==> run_1/metal_density.png <==
The die is cut into 19 by 29 equal tiles; dark purple is low, yellow is high, scaled to the fullest tile. Values are wire area over tile area, all layers added.
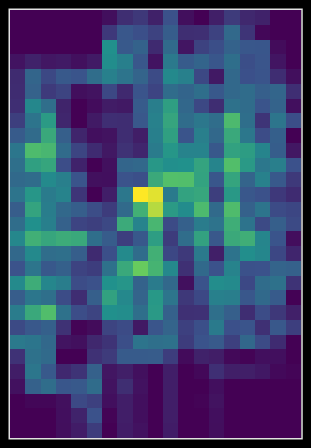
==> run_1/wires.png <==
Only two layers are drawn.
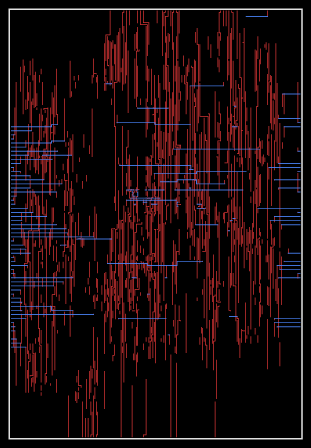
==> run_1/flops_by_reg.png <==
Bar = 20 um. Other sequential cells in the stronger gray, the rest of the logic in the fainter gray.
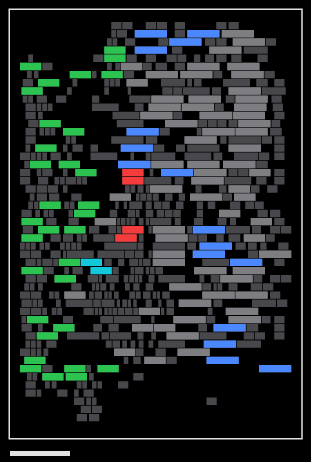
==> run_1/clocks.png <==
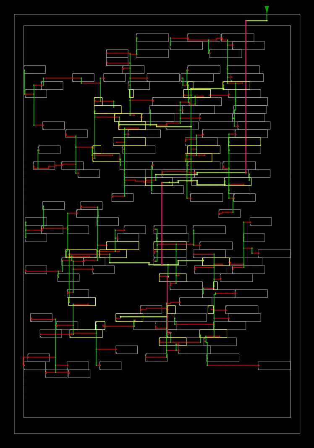
<file path="config.mk">
export PLATFORM = sky130hd
export DESIGN_NAME = vcd_change_scheduler
export DESIGN_NICKNAME = d
export VERILOG_FILES = /design/src/rtl/vcd_change_scheduler.sv
export SDC_FILE = /design/constraint.sdc
export NUM_CORES = 1
export LEC_CHECK = 0
export CAP_MARGIN = 15
export CORE_ASPECT_RATIO = 1.5
export CORE_MARGIN = 3
export CORE_UTILIZATION = 40
export DETAILED_ROUTE_END_ITERATION = 7
export GPL_ROUTABILITY_DRIVEN = 0
export PLACE_DENSITY = 0.69
export SYNTH_ARGS = -nofsm -noshare
export SYNTH_HDL_FRONTEND = slang
export SYNTH_SLANG_ARGS = --single-unit
</file>
<file path="constraint.sdc">
create_clock -name clk -period 3.2 [get_ports clk]
set_clock_uncertainty 0.05 [all_clocks]
set_input_delay 0.64 -clock clk [delete_from_list [all_inputs] [get_ports clk]]
set_output_delay 0.64 -clock clk [all_outputs]
set_load 0.005 [all_outputs]
</file>
<file path="src/rtl/vcd_change_scheduler.sv">
`default_nettype none
// ============================================================================
// Module      : vcd_change_scheduler
// Description : Snapshots watched 4-state signals at each timestep and streams
//               a timestamp record plus one record per changed signal.
// Revision    : 1.0 - initial release
// ============================================================================
module vcd_change_scheduler #(
    parameter int NUM_SIG = 4,
    parameter int WIDTH   = 4,
    parameter int TIME_W  = 32,
    parameter int IDX_W   = (NUM_SIG > 1) ? $clog2(NUM_SIG) : 1
) (
    input  logic                     clk,
    input  logic                     rst,
    input  logic                     sample,
    input  logic [TIME_W-1:0]        time_in,
    input  logic [NUM_SIG*WIDTH-1:0] sig_val,
    input  logic [NUM_SIG*WIDTH-1:0] sig_xz,
    output logic                     rec_valid,
    input  logic                     rec_ready,
    output logic                     rec_type,
    output logic [IDX_W-1:0]         rec_idx,
    output logic [TIME_W-1:0]        rec_time,
    output logic [WIDTH-1:0]         rec_val,
    output logic [WIDTH-1:0]         rec_xz,
    output logic                     busy,
    output logic                     sample_dropped
);

    typedef enum logic [1:0] {
        S_IDLE  = 2'd0,
        S_TIME  = 2'd1,
        S_VALUE = 2'd2
    } state_t;

    state_t r_state;
    state_t w_state_next;

    logic [WIDTH-1:0]   r_shadow_val [NUM_SIG];
    logic [WIDTH-1:0]   r_shadow_xz  [NUM_SIG];
    logic [WIDTH-1:0]   r_snap_val   [NUM_SIG];
    logic [WIDTH-1:0]   r_snap_xz    [NUM_SIG];
    logic               r_shadow_valid;
    logic [NUM_SIG-1:0] r_mask;

    logic [NUM_SIG-1:0] w_live_mask;
    logic [NUM_SIG-1:0] w_rem_mask;
    logic [NUM_SIG-1:0] w_scan_mask;
    logic [IDX_W-1:0]   w_scan_idx;
    logic               w_scan_any;
    logic               w_hs;
    logic               w_accept;
    logic               w_load_val;
    logic               w_retire;
    logic               w_finish;
    logic               w_drop;

    assign w_hs   = rec_valid & rec_ready;
    assign busy   = (r_state != S_IDLE);
    assign w_drop = sample & busy;

    // Change detection over both planes; an invalid shadow forces a full dump.
    for (genvar gi = 0; gi < NUM_SIG; gi++) begin : g_sig
        assign w_live_mask[gi] = !r_shadow_valid
                              || (sig_val[gi*WIDTH +: WIDTH] != r_shadow_val[gi])
                              || (sig_xz[gi*WIDTH +: WIDTH]  != r_shadow_xz[gi]);
        assign w_rem_mask[gi]  = r_mask[gi] && (rec_idx != IDX_W'(gi));
    end

    assign w_scan_mask = (r_state == S_TIME) ? r_mask : w_rem_mask;

    always_comb begin
        w_scan_idx = '0;
        w_scan_any = 1'b0;
        for (int i = NUM_SIG - 1; i >= 0; i--) begin
            if (w_scan_mask[i]) begin
                w_scan_idx = IDX_W'(i);
                w_scan_any = 1'b1;
            end
        end
    end

    always_comb begin
        w_state_next = r_state;
        w_accept     = 1'b0;
        w_load_val   = 1'b0;
        w_retire     = 1'b0;
        w_finish     = 1'b0;
        case (r_state)
            S_IDLE: begin
                if (sample && (|w_live_mask)) begin
                    w_state_next = S_TIME;
                    w_accept     = 1'b1;
                end
            end
            S_TIME: begin
                if (w_hs) begin
                    w_state_next = S_VALUE;
                    w_load_val   = 1'b1;
                end
            end
            S_VALUE: begin
                if (w_hs) begin
                    w_retire = 1'b1;
                    if (w_scan_any) begin
                        w_load_val = 1'b1;
                    end else begin
                        w_state_next = S_IDLE;
                        w_finish     = 1'b1;
                    end
                end
            end
            default: w_state_next = S_IDLE;
        endcase
    end

    always_ff @(posedge clk) begin
        if (rst) r_state <= S_IDLE;
        else     r_state <= w_state_next;
    end

    always_ff @(posedge clk) begin
        if (rst) begin
            rec_valid      <= 1'b0;
            rec_type       <= 1'b0;
            rec_idx        <= '0;
            rec_time       <= '0;
            rec_val        <= '0;
            rec_xz         <= '0;
            sample_dropped <= 1'b0;
            r_shadow_valid <= 1'b0;
            r_mask         <= '0;
        end else begin
            sample_dropped <= w_drop;
            if (w_accept) begin
                r_mask    <= w_live_mask;
                rec_valid <= 1'b1;
                rec_type  <= 1'b0;
                rec_idx   <= '0;
                rec_time  <= time_in;
                rec_val   <= '0;
                rec_xz    <= '0;
            end
            if (w_retire) r_mask <= w_rem_mask;
            if (w_load_val) begin
                rec_type <= 1'b1;
                rec_idx  <= w_scan_idx;
                rec_val  <= r_snap_val[w_scan_idx];
                rec_xz   <= r_snap_xz[w_scan_idx];
            end
            if (w_finish) begin
                rec_valid      <= 1'b0;
                rec_type       <= 1'b0;
                rec_idx        <= '0;
                rec_val        <= '0;
                rec_xz         <= '0;
                r_shadow_valid <= 1'b1;
            end
        end
    end

    // Snapshot and shadow contents are qualified by r_shadow_valid, so no reset.
    always_ff @(posedge clk) begin
        if (w_accept) begin
            for (int i = 0; i < NUM_SIG; i++) begin
                r_snap_val[i] <= sig_val[i*WIDTH +: WIDTH];
                r_snap_xz[i]  <= sig_xz[i*WIDTH +: WIDTH];
            end
        end
        if (w_retire) begin
            r_shadow_val[rec_idx] <= r_snap_val[rec_idx];
            r_shadow_xz[rec_idx]  <= r_snap_xz[rec_idx];
        end
    end

endmodule
`default_nettype wire

</file>
==> reports/results.tsv, run 1 <==
metric	value	unit
outcome	completed	
comb_cell_power	922	uW
final_antenna_net_count	0	
synth.distinct_cells	35	
hp-start	rec_xz[2]	
regMostFlops	rec_time	
syn_area	4970	um2
slew_viol_final	0	
grt_pass1_vias	3913	
syn_inst	419	
p_total	4.88	mW
cp_common_cell	buf_4	
reg2reg_from	r_state[1]	
grt_start_max_net_pins	40	
yosys_warnings	0	
ir_drop	0.404	mV
final_area	7060	um2
worstHoldPathType	reg -> reg	
top_area_share	38.6	%
cts_tree	built	
grt_overflow	0	
internal_power	3.69	mW
port_buffers	113	
core	12100	um2
cap_violations	0	
syn_area_per_cell	11.9	um2
chip_area	13800	um2
placed_area	6400	um2
max_freq	350	MHz
rsz0062_at_grt	false	
viasPerCell	5.40	
antenna_found_initial	0	
synth_dominant_cell_count	edfxtp_1	
root_buffer	clkbuf_16	
clockBufferDepth	2	
yosys.stat.seqShare	60.4	%
cp.required	3.47	ns
top_area_cell	edfxtp_1	
reg2reg_depth	8	
log.warning_count	28	
cp_max_fo	6	
yosysCellCount	419	
dpl.hpwl	9340	um
ys.flops	118	
leakage	2.54	nW
cts-htree-levels	4	
largest_register_ff_count	32	
die_x	97.0	um
die_y	143	um
io-pin-count	114	
post-route-min-period	2.85	ns
worst-slew-pin-transition	0.670	ns
rows	49	
ys_top_cells_by_count	edfxtp_1 (64), dfxtp_1 (54), a21oi_1 (44)	
nNetsFinal	618	
combPwrFrac	18.9	%
power_leader	clock	
flop_cell	edfxtp_1	
power_switching	1.19	mW
cts_resized	0	
critPathSlowestCell	or4_1	
critPathLaunchType	input port	
drtIter0Drc	177	
critPathMaxStageDelay	0.65	ns
area_growth_syn_to_layout	41.9	%
ys_top_cells_by_area	edfxtp_1 (39%), dfxtp_1 (22%), xor2_1 (4.9%)	
final.setup.tns	0	ns
holdPathStages	1	
final-setup-viol-count	0	
fp-utilization	41.2	%
seq_power	1.86	mW
grt_pass1_wl	20900	um
pg_clk	2.10	mW
cts_hold_buf	0	
seqPwrFrac	38.2	%
fin_crit_sh	89.2	%
drc	0	
relSlewSlack	55.3	%
antenna_cells	0	
power.density	692	nW/um2
finalHoldViolCount	0	
clock.latency.late_pin	0.40	ns
pwr-share-clk	42.9	%
worstSetupEndpoint	rec_xz[0]	
clkSlewWorstSetupHoldPaths	0.05	ns
cts_buffers	17	
crit_path_start	sig_xz[10]	
synth-edff-count	64	
path_class	in -> reg	
hold_end	rec_xz[2]	
synthArstFlopShare	0	%
yosys_area	4970	um2
worst-r2r-setup-slack	0.44	ns
worst_setup_path_end_kind	flop	
dr.pass1.iters	5	
worstReg2RegEnd	rec_val[3]	
path_cells	clkdlybuf4s50_1 -> xor2_1 -> nor4_1 -> buf_4 -> nand4_1 -> or4_1 -> a211oi_4 -> buf_4 -> o2bb2ai_1	
drive_above_1_share	13.6	%
cts_setup_buffers	0	
p_sw_share	24.4	%
fp_nets	490	
worstPathArrival	3.12	ns
About metal_density.png:
- tiles over half the peak: 11%
- fullest tile: 0.62
- mean over tiles: 0.15
- nearly empty tiles: 15%
All-Layer GR Usage: 19.7%
Routed Wire Length: 13200 um
detailed-route via count: 3849
Avg WL per Cell: 18.5 um

About wires.png:
- red: metal 2 (wire length 6910 um)
- blue: metal 3 (wire length 884 um)

About flops_by_reg.png:
- red: r_mask (flops 4; where center)
- green: rec_time (flops 32)
- blue: r_snap_val (flops 16)
- cyan: r_state (flops 2)
- not colored: 64

About clocks.png:
clkbuf count: 17
clock sinks: 118

-- run 1: cell families (layout without fill, tap and decap cells) --
family	after synthesis	after routing	synth area share, %
compound gates	100	100	11.6
xor+xnor	32	32	5.64
fa+ha+maj	3	3	0.755
buf+inv	35	176	2.82
flops	118	118	60.4
simple gates	98	98	9.91
mux	33	33	8.86
-- run 1: per-layer routing --
layer | vias up | wire length, um | track usage (%)
li1 | 1815 | - | -
met1 | 1864 | 5180 | 22.1
met2 | 149 | 6910 | 34.6
met3 | 21 | 883 | 6.92
met4 | 0 | 246 | 6.95
met5 | - | 0 | 0
-- run 1: final cells by class --
class	count	area (um2)
multi-input combinational	266	1840
sequential	118	3000
fill	992	5020
inverter	7	26.3
timing repair buffer	137	1340
tap	153	191
clock buffer	17	425
clock inverter	15	233
-- run 1: per-stage QoR --
stage / instances / utilization [%] / setup slack, ns / hold WS, ns
global route: 713 / 58.4 / 0.178 / 0.428
detailed placement: 681 / 53.0 / -0.0491 / 0.411
CTS: 713 / 58.4 / 0.363 / 0.424
finish: 713 / 58.4 / 0.345 / 0.417
floorplan: 419 / - / 0.104 / 0.401
global placement: 681 / 53.0 / 0.0295 / 0.403
-- run 1: layout by cell type (no fill, tap or decap), drive strengths merged, types with 3 or more instances in the layout --
master / instances
a21oi: 44
and3: 3
buf: 24
bufinv: 6
clkbuf: 17
clkdlybuf4s50: 113
clkinv: 5
clkinvlp: 3
dfxtp: 54
edfxtp: 64
ha: 3
inv: 8
mux2: 8
mux2i: 17
mux4: 8
nand2: 13
nand3: 35
nand4: 4
nor2: 16
nor3: 8
nor4: 10
o21ai: 39
o2bb2ai: 8
xnor2: 4
xor2: 28
-- run 1: worst max-delay path: cells and delay by family --
family	cells	cell delay [ns]
buf+inv	3	0.80
simple gates	3	1.09
compound gates	2	0.41
xor+xnor	1	0.17
==> run 1 -> run 2 <==
Settings changed: CTS_CLUSTER_DIAMETER set to 60, GPL_TIMING_DRIVEN set to 0, REMOVE_ABC_BUFFERS set to 1.
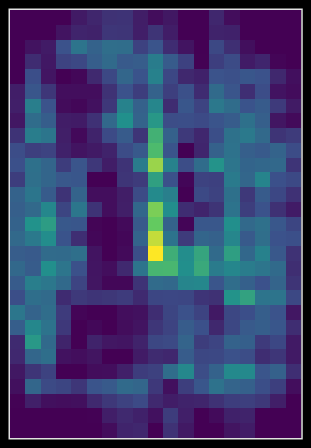
(run_2/metal_density.png)
The die is cut into 19 by 29 equal tiles; dark purple is low, yellow is high, scaled to the fullest tile. Values are wire area over tile area, all layers added.
- fullest tile: 0.71
- mean over tiles: 0.15
- tiles over half the peak: 3.8%
- nearly empty tiles: 14%
detailed-route via count: 3750
All-Layer GR Usage: 18.5%
Routed Wire Length: 12700 um
Avg WL per Cell: 18.0 um

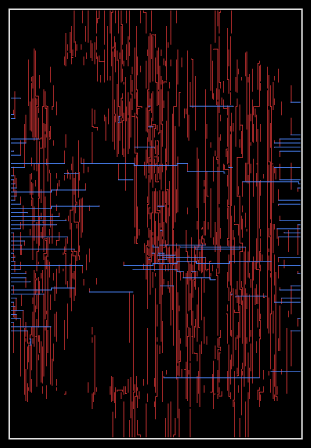
(run_2/wires.png)
Only two layers are drawn.

==> reports/results.tsv, run 2 <==
metric	value	unit	change
holdPathStages	1		unchanged
synthArstFlopShare	0	%	unchanged
p_sw_share	27.2	%	+2.8 points
worst-r2r-setup-slack	0.33	ns	-0.11 ns
synth.distinct_cells	35		unchanged
cp_top_family	simple AND/OR/NAND/NOR gates		
ir_drop	0.350	mV	-13%
syn_inst	419		unchanged
critPathSlowestCell	or4_4		
chip_area	13800	um2	unchanged
final_antenna_net_count	0		unchanged
placed_cells	666		-2.2%
largest_register_ff_count	32		unchanged
ys.flops	118		unchanged
ys_top_cells_by_area	edfxtp_1 (39%), dfxtp_1 (22%), xor2_1 (4.9%)		
combPwrFrac	20.4	%	+1.5 points
worstReg2RegEnd	rec_val[3]		
grt_pass1_wl	19900	um	-4.8%
clockBufferDepth	2		unchanged
seqPwrFrac	41.3	%	+3.1 points
drive_above_1_share	13.1	%	-0.50 points
cts_hold_buf	0		unchanged
yosysCellCount	419		unchanged
syn_area_per_cell	11.9	um2	unchanged
fp-utilization	41.2	%	unchanged
stdcell_count	704		-1.3%
cts_buffers	17		unchanged
power_switching	1.23	mW	+3.0%
top_area_cell	edfxtp_1		
relSlewSlack	25.2	%	-30 points
final_area	6930	um2	-1.8%
clock.latency.late_pin	0.40	ns	about the same
cts_tree	built		
outcome	completed		
viasPerCell	5.33		-1.3%
ys_top_cells_by_count	edfxtp_1 (64), dfxtp_1 (54), a21oi_1 (44)		
grt_overflow	0		unchanged
post-route-min-period	3.13	ns	+0.279 ns
rsz0062_at_grt	false		
final.setup.tns	0	ns	unchanged
placed_area	6310	um2	-1.4%
reg2reg_from	r_state[1]		
fillers	1015		+2.3%
comb_area	1860	um2	+0.95%
grt_start_max_net_pins	41		+2.5%
regMostFlops	rec_time		
synth_dominant_cell_count	edfxtp_1		
path_cells	clkdlybuf4s50_1 -> xor2_1 -> nor4_1 -> nand4_1 -> buf_4 -> or4_4 -> a211oi_4 -> buf_12 -> o2bb2ai_1		
critPathLaunchType	input port		
antenna_cells	0		unchanged
whs	0.409	ns	-0.00844 ns
pwr-share-clk	38.3	%	-4.6 points
worst_setup_path_end_kind	flop		
cap_violations	0		unchanged
nNetsFinal	609		-1.5%
yosys_warnings	0		unchanged
syn_area	4970	um2	unchanged
grt_pass1_vias	3902		-0.28%
hp-start	rec_xz[1]		
internal_power	3.28	mW	-11%
rows	49		unchanged
worst-slew-pin-transition	1.12	ns	+0.452 ns
seqCellArea	3000	um2	unchanged
path_class	in -> reg		
cp.buffers_inverters	3		unchanged
log.warning_count	27		-3.6%
flop_cell	edfxtp_1		
place_ws	-0.906	ns	-0.856 ns
critPathMaxStageDelay	0.69	ns	+0.04 ns
fin_crit_sh	97.9	%	+8.7 points
cp.required	3.47	ns	about the same
dr.pass1.iters	4		-1
final-setup-viol-count	0		unchanged
die_y	143	um	unchanged
reg2reg_depth	8		unchanged
slew_viol_final	0		unchanged
hold_end	rec_xz[1]		
lay_top_cells	clkdlybuf4s50_1 (112), edfxtp_1 (64), dfxtp_1 (54)		
p_total	4.51	mW	-7.6%
port_buffers	113		unchanged
utilization	57.4	%	-1.1 points
dpl.hpwl	9100	um	-2.6%
synth-edff-count	64		unchanged
yosys.stat.seqShare	60.4	%	unchanged
power.density	651	nW/um2	-5.9%
area_growth_syn_to_layout	39.3	%	
layout_setup_ws	0.0663	ns	-0.279 ns
antenna_found_initial	0		unchanged
max_freq	319	MHz	-8.9%
root_buffer	clkbuf_16		
core	12100	um2	unchanged
cp_max_fo	15		+9
drc	0		unchanged
worstPathArrival	3.41	ns	+0.29 ns
lay_top_count	clkdlybuf4s50_1		
worstHoldPathType	reg -> reg		
drtIter0Drc	200		+13%
top_area_share	38.6	%	unchanged
clkSlewWorstSetupHoldPaths	0.06	ns	about the same
cts_sinks	118		unchanged
finalHoldViolCount	0		unchanged
die_x	97.0	um	unchanged
leakage	2.48	nW	-2.4%
io-pin-count	114		unchanged
yosys_area	4970	um2	unchanged
cts-htree-levels	4		unchanged
## run 2: cell counts after synthesis
Identical to the previous run, type by type.
## run 2: kinds of logic after synthesis
kind of cell    after synthesis  share of synthesized area [%]
compound gates              100                           11.6
xor+xnor                     32                           5.64
fa+ha+maj                     3                          0.755
simple gates                 98                           9.91
flops                       118                           60.4
buf+inv                      35                           2.82
mux                          33                           8.86
## run 2: area by class of cell
class	instances	share of cell area [%]
timing repair buffer	128	18.7
tap	153	2.76
inverter	7	0.379
multi-input combinational	266	26.8
clock inverter	13	1.44
sequential	118	43.3
clock buffer	19	6.54
## run 2: how the worst max path moves through the flow
stage	from	end	slack [ns]	cells after the start
6_report	sig_xz[10]	rec_xz[3]	0.07	9
5_1_grt	sig_xz[10]	rec_val[0]	0.01	9
4_1_cts	sig_xz[7]	rec_val[1]	0.03	8
3_5_place_dp	sig_xz[10]	rec_val[3]	-0.91	7
3_3_place_gp	sig_xz[10]	r_snap_xz[1][1]	-6.78	6
2_1_floorplan	sig_xz[10]	r_snap_val[0][0]	-2.15	5
## run 2: repair_timing
item                       CTS  global route
resized                      2             0
pin swaps                    3             1
buffers inserted             4             2
setup endpoints to repair   76            12
## run 2: power by group through the flow
stage          registers (mW)  logic (mW)  clock network [mW]
6_report                 1.86       0.919                1.73
2_1_floorplan            1.88       0.486                   0
5_1_grt                  1.88        1.00                1.84
3_3_place_gp             1.89       0.850                   0
3_5_place_dp             1.89       0.907                   0
4_1_cts                  1.86       0.927                1.77
## run 2: per-layer routing
| layer | vias to the layer above | track usage [%] | part of all wire [%] |
|---|---|---|---|
| li1 | 1787 | - | - |
| met1 | 1813 | 20.1 | 38 |
| met2 | 133 | 33.3 | 53 |
| met3 | 17 | 6.28 | 6.3 |
| met4 | 0 | 7.32 | 2.1 |
| met5 | - | 0 | 0 |
==> run 2 -> run 3 <==
--- a/config.mk
+++ b/config.mk
@@ -7,5 +7,4 @@
 export LEC_CHECK = 0
 export CAP_MARGIN = 15
-export CORE_ASPECT_RATIO = 1.5
 export CORE_MARGIN = 3
 export CORE_UTILIZATION = 40
==> constraint.sdc (replaced) <==
create_clock -name clk -period 3.2 [get_ports clk]
set_clock_uncertainty 0.05 [all_clocks]
set_input_delay 0.64 -clock clk [delete_from_list [all_inputs] [get_ports clk]]
set_output_delay 0.64 -clock clk [all_outputs]
set_load 0.02 [all_outputs]
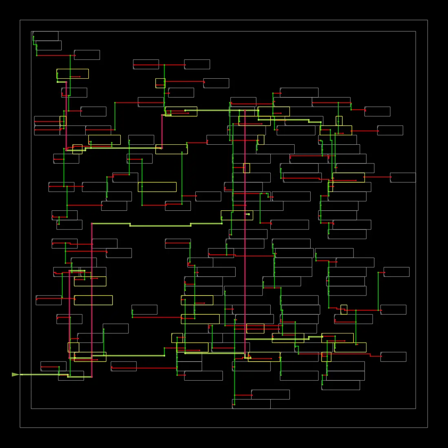
(run_3/clocks.png)
clk_lat worst skew: 0.41 ns
sequential cell count: 118

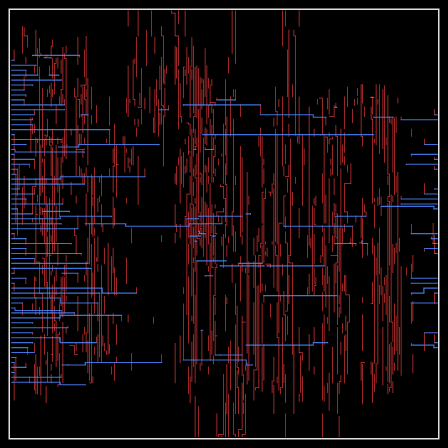
(run_3/wires.png)
Only two layers are drawn.
- red: metal 2 (wire length 5900 um)
- blue: metal 3 (wire length 1210 um)

==> reports/results.tsv, run 3 <==
metric	value	unit	change
yosys_area	4970	um2	unchanged
dr.pass1.iters	5		+1
stdcell_count	714		+1.4%
viasPerCell	5.27		-1.1%
hp-start	rec_val[2]		
worst-slew-pin-transition	1.14	ns	+0.0159 ns
cts_sinks	118		unchanged
crit_path_start	sig_val[9]		
drt-total-wl	12800	um	+0.95%
dpl.hpwl	8850	um	-2.7%
power.density	685	nW/um2	+5.3%
fp-utilization	41.2	%	+0.056 points
rsz0062_at_grt	false		
root_buffer	clkbuf_16		
syn_inst	419		unchanged
yosys_warnings	0		unchanged
grt_start_max_net_pins	41		unchanged
largest_register_ff_count	32		unchanged
regMostFlops	rec_time		
worst_setup_path_end_kind	flop		
path_cells	clkdlybuf4s50_1 -> xor2_1 -> nor4_1 -> nand4_1 -> or4_4 -> a211oi_4 -> buf_12 -> o2bb2ai_1		
outcome	completed		
yosys.stat.seqShare	60.4	%	unchanged
grt_overflow	0		unchanged
final_antenna_net_count	0		unchanged
log.warning_count	27		unchanged
critPathMaxStageDelay	0.75	ns	+0.06 ns
worstHoldPathType	reg -> reg		
drtIter0Drc	218		+9.0%
cap_violations	0		unchanged
leakage	2.47	nW	-0.25%
slew_viol_final	0		unchanged
clockBufferDepth	2		unchanged
power_switching	1.28	mW	+4.3%
wl_per_cell	17.9	um	-0.47%
synth.distinct_cells	35		unchanged
combPwrFrac	20.9	%	+0.5 points
cp_max_fo	11		-4
finalHoldViolCount	0		unchanged
placed_area	6300	um2	about the same
post-route-min-period	3.00	ns	-0.135 ns
placed_cells	680		+2.1%
drc	0		unchanged
lay_top_count	clkdlybuf4s50_1		
utilization	57.7	%	+0.28 points
antenna_found_initial	0		unchanged
pwr-share-clk	39.9	%	+1.6 points
place_ws	-0.715	ns	+0.191 ns
io-pin-count	114		unchanged
layout_setup_ws	0.202	ns	+0.135 ns
cts_hold_buf	0		unchanged
flop_cell	edfxtp_1		
vias	3761		+0.29%
ys_top_cells_by_count	edfxtp_1 (64), dfxtp_1 (54), a21oi_1 (44)		
critPathSlowestCell	or4_4		
synth_dominant_cell_count	edfxtp_1		
critPathLaunchType	input port		
fillers	993		-2.2%
clkSlewWorstSetupHoldPaths	0.05	ns	about the same
relSlewSlack	24.1	%	-1.1 points
die_y	118	um	-18%
grt_usage	19.1	%	+0.56 points
antenna_cells	0		unchanged
max_freq	334	MHz	+4.5%
chip_area	13800	um2	-0.20%
syn_area	4970	um2	unchanged
yosysCellCount	419		unchanged
rows	40		-18%
nNetsFinal	604		-0.82%
ys.flops	118		unchanged
final.setup.tns	0	ns	unchanged
worstPathArrival	3.28	ns	-0.13 ns
synth-edff-count	64		unchanged
fin_crit_sh	93.7	%	-4.2 points
cp.required	3.48	ns	about the same
drive_above_1_share	12.1	%	-0.98 points
worst-r2r-setup-slack	0.30	ns	-0.03 ns
p_total	4.77	mW	+5.7%
internal_power	3.49	mW	+6.2%
ir_drop	0.365	mV	+4.2%
top_area_cell	edfxtp_1		
area_growth_syn_to_layout	39.8	%	
p_sw_share	26.9	%	-0.36 points
die_x	118	um	+21%
synthArstFlopShare	0	%	unchanged
core	12100	um2	-0.13%
syn_area_per_cell	11.9	um2	unchanged
final-setup-viol-count	0		unchanged
cp.buffers_inverters	2		-1
final_area	6950	um2	+0.36%
port_buffers	113		unchanged
cts_buffers	17		unchanged
ys_top_cells_by_area	edfxtp_1 (39%), dfxtp_1 (22%), xor2_1 (4.9%)		
cts-htree-levels	4		unchanged
seqPwrFrac	39.1	%	-2.2 points
grt_pass1_vias	3845		-1.5%
whs	0.411	ns	+0.00264 ns
reg2reg_from	r_state[1]		
grt_pass1_wl	20400	um	+2.3%
cts_tree	built		
top_area_share	38.6	%	unchanged
path_class	in -> reg		
cp_top_family	simple AND/OR/NAND/NOR gates		
lay_top_cells	clkdlybuf4s50_1 (112), edfxtp_1 (64), dfxtp_1 (54)		
## run 3: cell types whose count changed in the layout (fill, tap and decap cells not counted), sizes merged
cell,change
clkbuf,-1
clkinv,+2
clkinvlp,-2
inv,-2
bufinv,+3
buf,-5
## run 3: cell type report
class	count	area [um2]	area share (%)
Sequential cell	118	3000	43.2
Multi-Input combinational cell	266	1850	26.6
Timing Repair Buffer	123	1270	18.2
Clock buffer	18	439	6.32
Tap cell	168	210	3.02
Clock inverter	14	159	2.28
Inverter	7	26.3	0.378
## run 3: timing repair
action,CTS,global route
resized,1,0
setup endpoints to repair,8,0
buffers inserted,1,0
## run 3: final timing paths
check,cells after the start,end
setup / recovery,8,rec_xz[3]
hold / removal,1,rec_val[2]
setup reg to reg,8,rec_val[3]
hold reg to reg,1,rec_val[2]
## run 3: kinds of logic after synthesis
| group | after synthesis | share of synthesized area [%] |
|---|---|---|
| flops | 118 | 60.4 |
| xor+xnor | 32 | 5.64 |
| fa+ha+maj | 3 | 0.755 |
| simple gates | 98 | 9.91 |
| buf+inv | 35 | 2.82 |
| mux | 33 | 8.86 |
| compound gates | 100 | 11.6 |
## run 3: routing by layer
| metal | global-route usage, % | part of all wire, % | up-vias |
|---|---|---|---|
| li1 | - | - | 1788 |
| met4 | 10.0 | 3.0 | 0 |
| met2 | 29.3 | 46 | 157 |
| met5 | 0 | 0 | - |
| met1 | 22.4 | 41 | 1789 |
| met3 | 8.99 | 9.5 | 27 |
## run 3: power groups by stage
stage               registers [mW]  logic, mW  clock network [mW]
finish                        1.87      0.998                1.90
global route                  1.88       1.09                2.01
detailed placement            1.89      0.967                   0
CTS                           1.87      0.988                1.93
global placement              1.89      0.929                   0
floorplan                     1.95      0.492                   0
No activity file was given, so power comes from the tool's default toggle rates.
